<file path="config.mk">
export PLATFORM = sky130hd
export DESIGN_NAME = y86_fetch
export DESIGN_NICKNAME = d
export VERILOG_FILES = /design/src/rtl/y86_fetch.sv
export SDC_FILE = /design/constraint.sdc
export NUM_CORES = 1
export LEC_CHECK = 0
export ABC_AREA = 1
export CORE_MARGIN = 4
export CORE_UTILIZATION = 35
export CTS_BUF_LIST = sky130_fd_sc_hd__clkbuf_4 sky130_fd_sc_hd__clkbuf_8
export CTS_CLUSTER_DIAMETER = 120
export DETAILED_ROUTE_END_ITERATION = 7
export GPL_TIMING_DRIVEN = 0
export MAX_ROUTING_LAYER = met4
export PLACE_DENSITY_LB_ADDON = 0.08
export SLEW_MARGIN = 20
export SYNTH_ARGS = -nofsm -noshare
export SYNTH_HDL_FRONTEND = slang
export SYNTH_SLANG_ARGS = --single-unit
</file>
<file path="constraint.sdc">
create_clock -name clk -period 4.7 [get_ports clk]
set_input_delay 0.94 -clock clk [delete_from_list [all_inputs] [get_ports clk]]
set_output_delay 0.94 -clock clk [all_outputs]
set_load 0.02 [all_outputs]
</file>
<file path="src/rtl/y86_fetch.sv">
// Multi-cycle Y86-64 instruction fetch: byte-serial reads over req/ack,
// decoded fields held stable until downstream commits the next PC.
module y86_fetch #(
    parameter logic [63:0] RESET_PC = 64'h0
) (
    input  logic        clk,
    input  logic        rst_n,
    output logic        mem_req,
    output logic [63:0] mem_addr,
    input  logic        mem_ack,
    input  logic [7:0]  mem_rdata,
    input  logic        mem_err,
    input  logic        pc_load,
    input  logic [63:0] newPC,
    output logic [63:0] PC,
    output logic [3:0]  icode,
    output logic [3:0]  ifun,
    output logic [3:0]  rA,
    output logic [3:0]  rB,
    output logic [63:0] valC,
    output logic [63:0] valP,
    output logic        instr_valid,
    output logic        halted,
    output logic        instr_invalid,
    output logic        imem_error
);

    typedef enum logic [1:0] {
        FETCH = 2'd0,
        VALID = 2'd1,
        STOP  = 2'd2
    } state_t;

    state_t     state;
    logic [3:0] idx;
    logic [3:0] len;

    function automatic logic [3:0] ilen(input logic [3:0] ic);
        logic [3:0] n;
        case (ic)
            4'h2, 4'h6, 4'hA, 4'hB: n = 4'd2;
            4'h7, 4'h8:             n = 4'd9;
            4'h3, 4'h4, 4'h5:       n = 4'd10;
            default:                n = 4'd1;
        endcase
        return n;
    endfunction

    function automatic logic ifun_ok(input logic [3:0] ic,
                                     input logic [3:0] fn);
        logic ok;
        case (ic)
            4'h2, 4'h7:             ok = (fn <= 4'd6);
            4'h6:                   ok = (fn <= 4'd3);
            4'hC, 4'hD, 4'hE, 4'hF: ok = 1'b0;
            default:                ok = (fn == 4'd0);
        endcase
        return ok;
    endfunction

    // Byte-0 decode comes straight from the bus; later bytes use latched len.
    logic       first;
    logic [3:0] cur_icode;
    logic [3:0] cur_len;
    logic       last;
    logic       bad_op;
    logic       reg_byte;
    logic [3:0] coff;
    logic       c_byte;
    logic [2:0] kbyte;

    always_comb begin
        first     = (idx == 4'd0);
        cur_icode = first ? mem_rdata[7:4] : icode;
        cur_len   = first ? ilen(mem_rdata[7:4]) : len;
        last      = ((idx + 4'd1) == cur_len);
        bad_op    = first && !ifun_ok(mem_rdata[7:4], mem_rdata[3:0]);
        reg_byte  = (idx == 4'd1) && (len == 4'd2 || len == 4'd10);
        coff      = (len == 4'd9) ? 4'd1 : 4'd2;
        c_byte    = !first && (len >= 4'd9) && (idx >= coff);
        kbyte     = 3'(idx - coff);
    end

    assign mem_req  = rst_n && (state == FETCH);
    assign mem_addr = PC + {60'b0, idx};

    always_ff @(posedge clk or negedge rst_n) begin
        if (!rst_n) begin
            state         <= FETCH;
            idx           <= 4'd0;
            len           <= 4'd1;
            PC            <= RESET_PC;
            icode         <= 4'h0;
            ifun          <= 4'h0;
            rA            <= 4'hF;
            rB            <= 4'hF;
            valC          <= 64'h0;
            valP          <= RESET_PC;
            instr_valid   <= 1'b0;
            halted        <= 1'b0;
            instr_invalid <= 1'b0;
            imem_error    <= 1'b0;
        end else begin
            case (state)
                FETCH: begin
                    if (mem_ack) begin
                        if (mem_err) begin
                            imem_error <= 1'b1;
                            state      <= STOP;
                        end else if (bad_op) begin
                            icode         <= mem_rdata[7:4];
                            ifun          <= mem_rdata[3:0];
                            instr_invalid <= 1'b1;
                            state         <= STOP;
                        end else begin
                            idx <= idx + 4'd1;
                            if (first) begin
                                icode <= mem_rdata[7:4];
                                ifun  <= mem_rdata[3:0];
                                len   <= cur_len;
                            end
                            if (reg_byte) begin
                                rA <= mem_rdata[7:4];
                                rB <= mem_rdata[3:0];
                            end
                            if (c_byte)
                                valC[{kbyte, 3'b000} +: 8] <= mem_rdata;
                            if (last) begin
                                valP        <= PC + {60'b0, cur_len};
                                instr_valid <= 1'b1;
                                if (cur_icode == 4'h0) begin
                                    halted <= 1'b1;
                                    state  <= STOP;
                                end else begin
                                    state <= VALID;
                                end
                            end
                        end
                    end
                end
                VALID: begin
                    if (pc_load) begin
                        PC          <= newPC;
                        idx         <= 4'd0;
                        valC        <= 64'h0;
                        instr_valid <= 1'b0;
                        rA          <= 4'hF;
                        rB          <= 4'hF;
                        state       <= FETCH;
                    end
                end
                STOP: begin
                    state <= STOP;
                end
                default: begin
                    state <= STOP;
                end
            endcase
        end
    end

endmodule

</file>
**Run 1: sequential cells grouped by signal name**

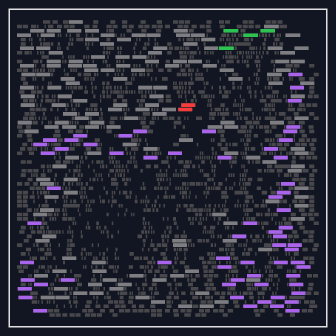
[rB] green | placed flops: 4 | where: north-east
[valP] purple | placed flops: 64
[state] red | placed flops: 2
not colored: 152
proportion of cell area occupied by registers: 0.316
FF+latch area: 5570 um2
seq pwr: 3.31 mW

**Run 1: clock nets**

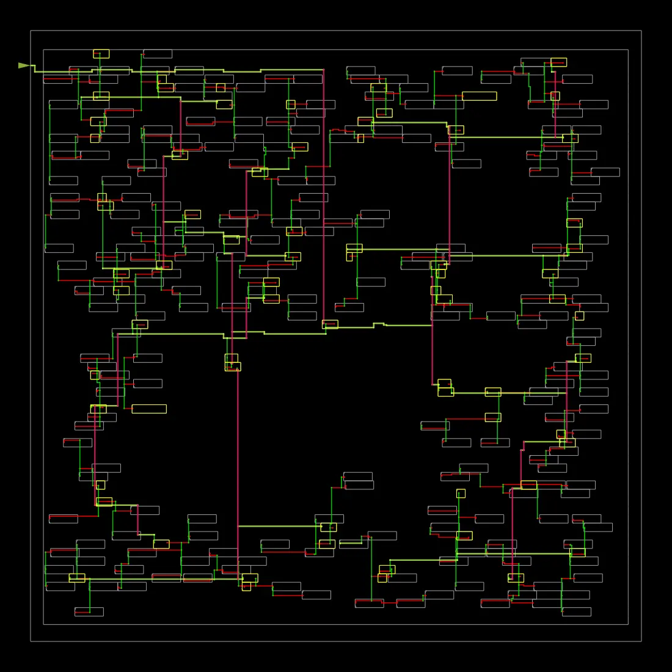
CTS Sinks: 222
P_clk: 2.08 mW
# clk buffers: 65
CTS buffer count: 42

==> flow_metrics.env, run 1 <==
# source this file to load flow results
export IMPL_status="finished clean"
export IMPL_clock_latency_ns=0.60
export IMPL_crit_family="simple AND/OR/NAND/NOR gates"
export IMPL_diodes=0
export IMPL_place_gp_congestion=0.992
export IMPL_grt_ovfl_total=0
export IMPL_setup_tns_ns=0
export IMPL_layout_setup_ws_ns=0.0758
export IMPL_r2r_cells=18
export IMPL_syn_to_final_growth_pct=41.8
export IMPL_critPathMaxStageDelay_ns=0.64
export IMPL_syn_avg_cell_area_um2=7.58
export IMPL_dieHeight_um=197
export IMPL_num_rows=68
export IMPL_netSwitchingPower_mw=5.35
export IMPL_yosys_warnings=0
export IMPL_power_group_top="combinational cells"
export IMPL_rrSetupSlack_ns=0.53
export IMPL_fp_nets=1735
export IMPL_power_per_cell_area_nw_per_um2=655
export IMPL_r2r_end="valP[24]$_DFFE_PN0P_"
export IMPL_pre_cts_ws_ns=-0.0728
export IMPL_sw_frac_of_total=0.463
export IMPL_clockBufferDepth=3
export IMPL_yosys_dominant_comb_family="simple AND/OR/NAND/NOR gates"
export IMPL_cp_cell_sequence="buf_2, inv_1, nor3_2, nand2_1, nor2_1, inv_1, nor2_1, nand3_1, xor2_1, clkdlybuf4s50_1"
export IMPL_clkTransAtPathRegs_ns=0.06
export IMPL_chip_area_um2=38600
export IMPL_drive_above_1_share=0.0980
export IMPL_wl_per_cell_um=21.2
export IMPL_setup_violations_final=0
export IMPL_finalClockPeriodUsage=0.984
export IMPL_ys_seq_share=0.447
export IMPL_warning_count=28
export IMPL_die_x_um=197
export IMPL_power_share_clock=0.180
export IMPL_critPathSlowestCell="clkdlybuf4s50_1"
export IMPL_p_comb_mw=6.16
export IMPL_io_pins=354
export IMPL_nNetsFinal=2136
export IMPL_cp_data_required_time_ns=3.76
export IMPL_hold_violations=0
export IMPL_worstSetupEndpointType="primary output"
export IMPL_rsz0062_at_grt="false"
export IMPL_synthArstFlopShare=1.00
export IMPL_drt_pass1_iter_count=5
export IMPL_edf_count=0
export IMPL_mostFrequentLayoutCell="nand2_1"
export IMPL_drc_errors=0
export IMPL_drtIter0Drc=1017
export IMPL_rr_startpoint="idx[0]$_DFFE_PN0P_"
export IMPL_routed_via_density=5.04
export IMPL_synth_top_flop_cell="dfrtp_1"
export IMPL_fp_util=0.358
export IMPL_dpl_hpwl_um=42000
export IMPL_cellLeakagePower_nw=8.63
export IMPL_yosysUniqueCellTypes=45
export IMPL_pwr_share_seq=0.287
export IMPL_placed_area_um2=16600
export IMPL_pwr_share_comb=0.533
export IMPL_p_int_mw=6.20
export IMPL_yosys_cells=1642
export IMPL_root_buffer="clkbuf_8"
export IMPL_slew_headroom=0.302
export IMPL_track_usage=0.276
export IMPL_cts_hold_buffers=0
export IMPL_fmax_mhz=216
export IMPL_synth_xor_xnor_area_share=0.0676
export IMPL_fin_crit_ns=4.62
export IMPL_mostFrequentLayoutCells="529 x nand2_1, 346 x clkdlybuf4s50_1, 211 x dfrtp_1, 171 x nor2_1, 157 x inv_1"
export IMPL_antenna_found_initial=0
export IMPL_wl_um=53500
export IMPL_critPathKind="reg2out"
export IMPL_maxSlewViolCount=0
export IMPL_antenna_left=0
export IMPL_ys_ff=222
export IMPL_io_buffers=353
export IMPL_fin_area_um2=17600
export IMPL_synth_area_um2=12400
export IMPL_cts_tree="done"
export IMPL_muxShareOfSynthArea=0.0172
export IMPL_worst_path_buf_inv=4
export IMPL_crit_fanout=6
export IMPL_min_path_type="in2async"
export IMPL_syn_inst=1642
export IMPL_aoi_share=0.0589
export IMPL_fp_coreArea_um2=34800
export IMPL_peakVddDrop_mv=0.371
export IMPL_grt_pass1_vias=12400
export IMPL_grt_max_degree=94
export IMPL_cts_htree_levels=2
export IMPL_vias=12700
export IMPL_ys_chip_area_um2=12400
export IMPL_fillers=3483
export IMPL_finalClockSkew_ns=0.0459
export IMPL_grt_pass1_wl_um=78800
export IMPL_cap_violations=0
export IMPL_startpoint_type="flip-flop"
export IMPL_ys_sh_adder=0.0173
export IMPL_cp_arrival_ns=3.68
export IMPL_worstMarginPinSlew_ns=1.04
export IMPL_simple_gate_share=0.322
**Run 1: selected gate families**

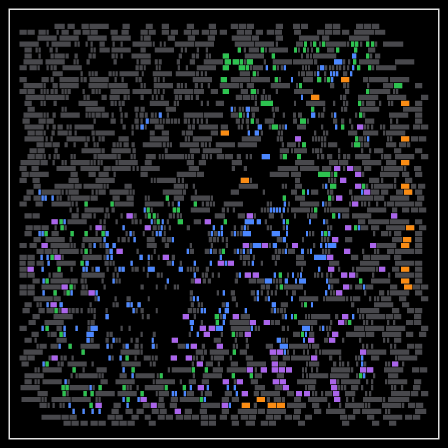
[inverting AOI/OAI gates] green | cells: 130 | most used: a21oi_1 | where: spread over the die
[XOR/XNOR gates] purple | cells: 96 | most used: xor2_1
[multiplexers] orange | cells: 19 | most used: mux2_2
[NOR gates] blue | cells: 225 | most used: nor2_1

[run 1: metrics by stage]
step                 util  std cells  total power [mW]  hold WS (ns)
floorplan               -       1642              6.39         0.511
global placement    0.475       2450              9.41         0.455
detailed placement  0.477       2452              9.43         0.457
CTS                 0.505       2524              11.6         0.329
global route        0.507       2526              12.2         0.352
finish              0.507       2526              11.5         0.327
[run 1: cells in the mapped netlist (2+ instances only)]
library cell	instances	area share
a21oi_1	60	0.024
a21oi_2	8	0.0056
a31oi_1	2	0.0010
buf_2	13	0.0052
buf_4	9	0.0054
buf_6	6	0.0054
clkbuf_1	13	0.0039
dfrtp_1	213	0.43
dfstp_2	9	0.019
fa_1	2	0.0032
ha_1	14	0.014
inv_1	157	0.047
inv_2	6	0.0018
mux2_2	19	0.017
nand2_1	531	0.16
nand2_2	6	0.0030
nand2_4	2	0.0018
nand3_1	152	0.061
nand3b_1	2	0.0012
nand4_1	28	0.014
nor2_1	182	0.055
nor2_2	9	0.0045
nor2_4	2	0.0018
nor3_1	28	0.011
nor3_2	3	0.0024
o21ai_0	32	0.013
o21ai_1	17	0.0068
o21ai_2	3	0.0021
o22ai_1	3	0.0015
or2_2	2	0.0010
xnor2_1	8	0.0056
xor2_1	88	0.062
[run 1: cell type report]
cell class	instances	area, um2	area share
Multi-Input combinational cell	1214	6110	0.346
Sequential cell	222	5570	0.316
Timing Repair Buffer	357	3610	0.205
Clock buffer	65	807	0.0458
Inverter	165	622	0.0353
Tap cell	455	569	0.0323
Buffer	41	250	0.0142
Clock inverter	7	101	0.00575
[run 1: repair_timing]
action                                  CTS  global route
setup buffers                             0             2
gates resized                            20            15
gates cloned                              0             0
endpoints found under the setup margin   30            20
[run 1: state kept, by name (all words and copies together) (netlist names)]
signal,flops
idx,4
valP,64
instr_invalid,1
imem_error,1
ifun,4
rA,4
valC,64
icode,4
rB,4
instr_valid,1
state,2
len,4
PC,64
halted,1
[run 1: worst reg2reg max path, stage by stage (launching register included)]
cell and delay, ns:
dfrtp_2 0.44, buf_4 0.17, inv_1 0.15, ha_1 0.22
nand3_4 0.15, inv_4 0.15, nand2_2 0.10, nand2_1 0.10
ha_1 0.17, inv_1 0.05, fa_1 0.41, o21ai_2 0.37
nand2_1 0.30, nor2_2 0.28, inv_1 0.12, nor2_1 0.36
xor2_1 0.37, nand2_1 0.12, nand2_1 0.08
[run 1: metal layers]
layer	up-vias	share of wire	track usage
met3	83	0.083	0.0578
met1	6090	0.47	0.403
met2	537	0.42	0.388
met4	0	0.029	0.0763
li1	6022	-	-
met5	-	0	-
[run 1: how the worst max path moves through the flow]
stage / to / slack, ns / from / cells past startpoint
after CTS: mem_addr[34] / 0.008 / idx[0]$_DFFE_PN0P_ / 11
after global routing: mem_addr[62] / 0.008 / PC[0]$_DFFE_PN0P_ / 11
after detailed placement: mem_addr[58] / -0.07 / idx[0]$_DFFE_PN0P_ / 12
final: mem_addr[47] / 0.08 / PC[27]$_DFFE_PN0P_ / 10
after global placement: valC[50]$_DFFE_PN0P_ / -7.22 / rst_n / 1
after floorplan: mem_addr[56] / 1.31 / PC[0]$_DFFE_PN0P_ / 11
==> inputs of run 2 (changes only) <==
Settings changed: CORE_UTILIZATION 35 to 41.
==> run 2 against run 1 <==
  * Setup slack got worse by 0.075 ns
  * Clock power about the same
  * Hold slack lost 0.015 ns
  * Cell count is 2.3% lower
  * Global-route usage grew 3.2 points
  * Non-clock buffer count up 2
==> flow_metrics.env, run 2 <==
# source this file to load flow results
export IMPL_slew_headroom=0.352
export IMPL_status="finished clean"
export IMPL_startpoint_type="flip-flop"
export IMPL_yosys_cells=1642
export IMPL_cts_sinks=222
export IMPL_layout_cells_non_filler=2467
export IMPL_cts_hold_buffers=0
export IMPL_critPathMaxStageDelay_ns=0.62
export IMPL_placed_area_um2=16500
export IMPL_dieHeight_um=182
export IMPL_setup_violations_final=0
export IMPL_ys_chip_area_um2=12400
export IMPL_io_buffers=353
export IMPL_crit_top_cell="nand2_1"
export IMPL_drc_errors=0
export IMPL_dpl_cell_count=2387
export IMPL_fp_coreArea_um2=29800
export IMPL_wl_per_cell_um=20.7
export IMPL_cts_tree="done"
export IMPL_place_gp_congestion=0.984
export IMPL_grt_pass1_vias=12500
export IMPL_fillers=2763
export IMPL_ys_seq_share=0.447
export IMPL_cts_inserted_buffers=41
export IMPL_rrSetupSlack_ns=0.62
export IMPL_antenna_left=0
export IMPL_syn_to_final_growth_pct=41.3
export IMPL_netlist_top_cell_by_instances="nand2_1"
export IMPL_cp_data_required_time_ns=3.76
export IMPL_finalClockPeriodUsage=1.00
export IMPL_chip_area_um2=33200
export IMPL_cellLeakagePower_nw=8.66
export IMPL_drive_above_1_share=0.0964
export IMPL_maxSlewViolCount=0
export IMPL_fp_util=0.418
export IMPL_min_path_type="in2async"
export IMPL_netlist_area_leader_share=0.428
export IMPL_fin_crit_ns=4.70
export IMPL_yosys_warnings=0
export IMPL_reg_largest_list="PC: 64 flops, valC: 64 flops, valP: 64 flops"
export IMPL_hold_violations=0
export IMPL_worst_path_buf_inv=2
export IMPL_cap_violations=0
export IMPL_critPathSlowestCell="clkdlybuf4s50_1"
export IMPL_finalClockSkew_ns=0.0237
export IMPL_grt_pass1_wl_um=76300
export IMPL_synth_top_flop_cell="dfrtp_1"
export IMPL_num_rows=63
export IMPL_fmax_mhz=213
export IMPL_yosysUniqueCellTypes=45
export IMPL_ys_ff=222
export IMPL_area_leaders="dfrtp_1 43%, nand2_1 16%, xor2_1 6.2%"
export IMPL_warning_count=30
export IMPL_mostFrequentLayoutCells="531 x nand2_1, 337 x clkdlybuf4s50_1, 212 x dfrtp_1, 171 x nor2_1, 157 x inv_1"
export IMPL_fp_nets=1735
export IMPL_cp_cell_sequence="ha_1, inv_1, fa_1, nand3b_1, nand2_1, nand2_1, nor2_4, nand2_1, nor2_2, xor2_1, clkdlybuf4s50_1"
export IMPL_clkTransAtPathRegs_ns=0.06
export IMPL_worstMarginPinSlew_ns=0.972
export IMPL_clock_latency_ns=0.57
export IMPL_root_buffer="clkbuf_8"
export IMPL_fin_area_um2=17600
export IMPL_power_per_cell_area_nw_per_um2=653
export IMPL_syn_inst=1642
export IMPL_top_cells_by_count="531 x nand2_1, 213 x dfrtp_1, 182 x nor2_1"
export IMPL_io_pins=354
export IMPL_routed_via_density=5.18
export IMPL_rsz0062_at_grt="true"
export IMPL_grt_ovfl_total=0
export IMPL_track_usage=0.308
export IMPL_vias=12800
export IMPL_yosys_area_top_type="dfrtp_1"
export IMPL_crit_fanout=10
export IMPL_nNetsFinal=2137
export IMPL_worstSetupEndpointType="primary output"
export IMPL_die_x_um=182
export IMPL_synthArstFlopShare=1.00
export IMPL_cp_arrival_ns=3.76
export IMPL_wl_um=51200
export IMPL_synth_area_um2=12400
export IMPL_clockBufferDepth=3
export IMPL_dpl_hpwl_um=40000
export IMPL_fin_total_pwr_mw=11.5
export IMPL_crit_family="simple AND/OR/NAND/NOR gates"
export IMPL_whs_ns=0.312
export IMPL_peakVddDrop_mv=0.348
export IMPL_drt_pass1_iter_count=7
export IMPL_edf_count=0
export IMPL_grt_max_degree=99
export IMPL_drtIter0Drc=1089
export IMPL_antenna_found_initial=3
export IMPL_syn_avg_cell_area_um2=7.58
export IMPL_critPathKind="reg2out"
export IMPL_cts_htree_levels=2
export IMPL_fin_util=0.590
run 2: cell counts after synthesis:
Identical to the previous run, type by type.
run 2: cell families (layout without fill, tap and decap cells):
family | count (synthesis) | count (layout) | share of synthesized area
compound gates | 131 | 131 | 0.0589
xor+xnor | 96 | 96 | 0.0676
fa+ha+maj | 16 | 16 | 0.0173
buf+inv | 206 | 638 | 0.0700
flops | 222 | 222 | 0.447
mux | 19 | 19 | 0.0172
other cells | 0 | 3 | 0
simple gates | 952 | 952 | 0.322
run 2: layout make-up:
type | instances | area, um2 | area share
Multi-Input combinational cell | 1214 | 6100 | 0.347
Sequential cell | 222 | 5570 | 0.317
Timing Repair Buffer | 359 | 3630 | 0.207
Clock buffer | 65 | 813 | 0.0462
Inverter | 165 | 622 | 0.0354
Tap cell | 390 | 488 | 0.0277
Buffer | 41 | 249 | 0.0142
Clock inverter | 8 | 109 | 0.00619
Antenna cell | 3 | 7.51 | 0.000427
run 2: layer usage:
metal,vias up,wire length (um),track usage
li1,6028,-,-
met1,6024,23100,0.441
met2,632,21500,0.437
met3,105,4870,0.0708
met4,0,1690,0.0919
met5,-,0,-
run 2: power breakdown:
group	switching [mW]	internal, mW
logic	3.66	2.43
registers	0.744	2.54
clock network	0.887	1.22
total	5.30	6.19
run 2: path summary, 6_finish.rpt:
kind	from	cells after the start	to
max in group asynchronous	rst_n	2	valC[60]$_DFFE_PN0P_
worst min-delay path	rst_n	1	valP[22]$_DFFE_PN0P_
worst max register to register	idx[1]$_DFFE_PN0P_	17	valP[24]$_DFFE_PN0P_
min in group clk	valP[60]$_DFFE_PN0P_	2	valP[60]$_DFFE_PN0P_
worst min register to register	valP[60]$_DFFE_PN0P_	2	valP[60]$_DFFE_PN0P_
worst max-delay path	idx[0]$_DFFE_PN0P_	11	mem_addr[34]
run 2: worst register-to-register path: cells and delay by family, from the launching register on:
kind	cells	cell delay, ns
AND/OR/NAND/NOR	8	1.44
adder cells (fa/ha/maj)	3	0.86
buffers and inverters	4	0.54
flip-flops	1	0.46
AND-OR/OR-AND	1	0.36
XOR/XNOR	1	0.36
run 2: per-stage QoR:
| step | setup slack, ns | setup TNS, ns |
|---|---|---|
| finish | 0.00126 | 0 |
| global route | -0.137 | -0.137 |
| global placement | -7.05 | -1534.43 |
| detailed placement | -0.0784 | -0.0797 |
| CTS | -0.0157 | -0.0157 |
| floorplan | 1.31 | 0 |
run 2: repair_timing:
| action | 4_1_cts | 5_1_grt |
|---|---|---|
| setup endpoints to repair | 32 | 13 |
| pin swaps | 2 | 2 |
| gates resized | 29 | 11 |
| buffers inserted | 4 | 0 |
| gates cloned | 0 | 0 |
**Run 2: selected gate families**

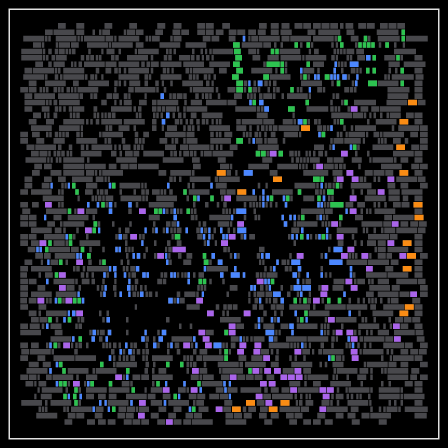
[inverting AOI/OAI gates] green | cells: 130 | most used: a21oi_1 | where: spread over the die
[NOR gates] blue | cells: 225 | most used: nor2_1
[multiplexers] orange | cells: 19 | most used: mux2_2
[XOR/XNOR gates] purple | cells: 96 | most used: xor2_1
most frequent logic cell in the layout: nand2_1
multi-input combinational area share: 0.347

**Run 2: power grid**

Pins as bars on the die edge.
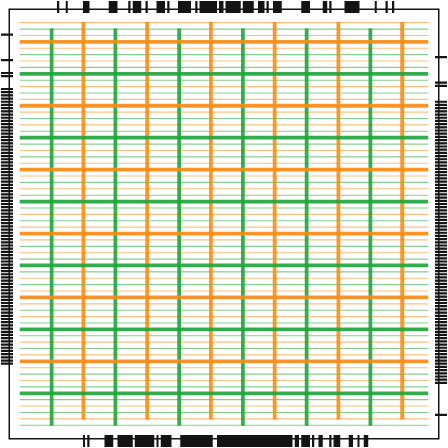
[VDD] orange
[VSS] green
met1 rails: 64
met5 straps: 12
met4 straps: 12

Power figures rest on the tool's default switching activity, not on a simulated workload.
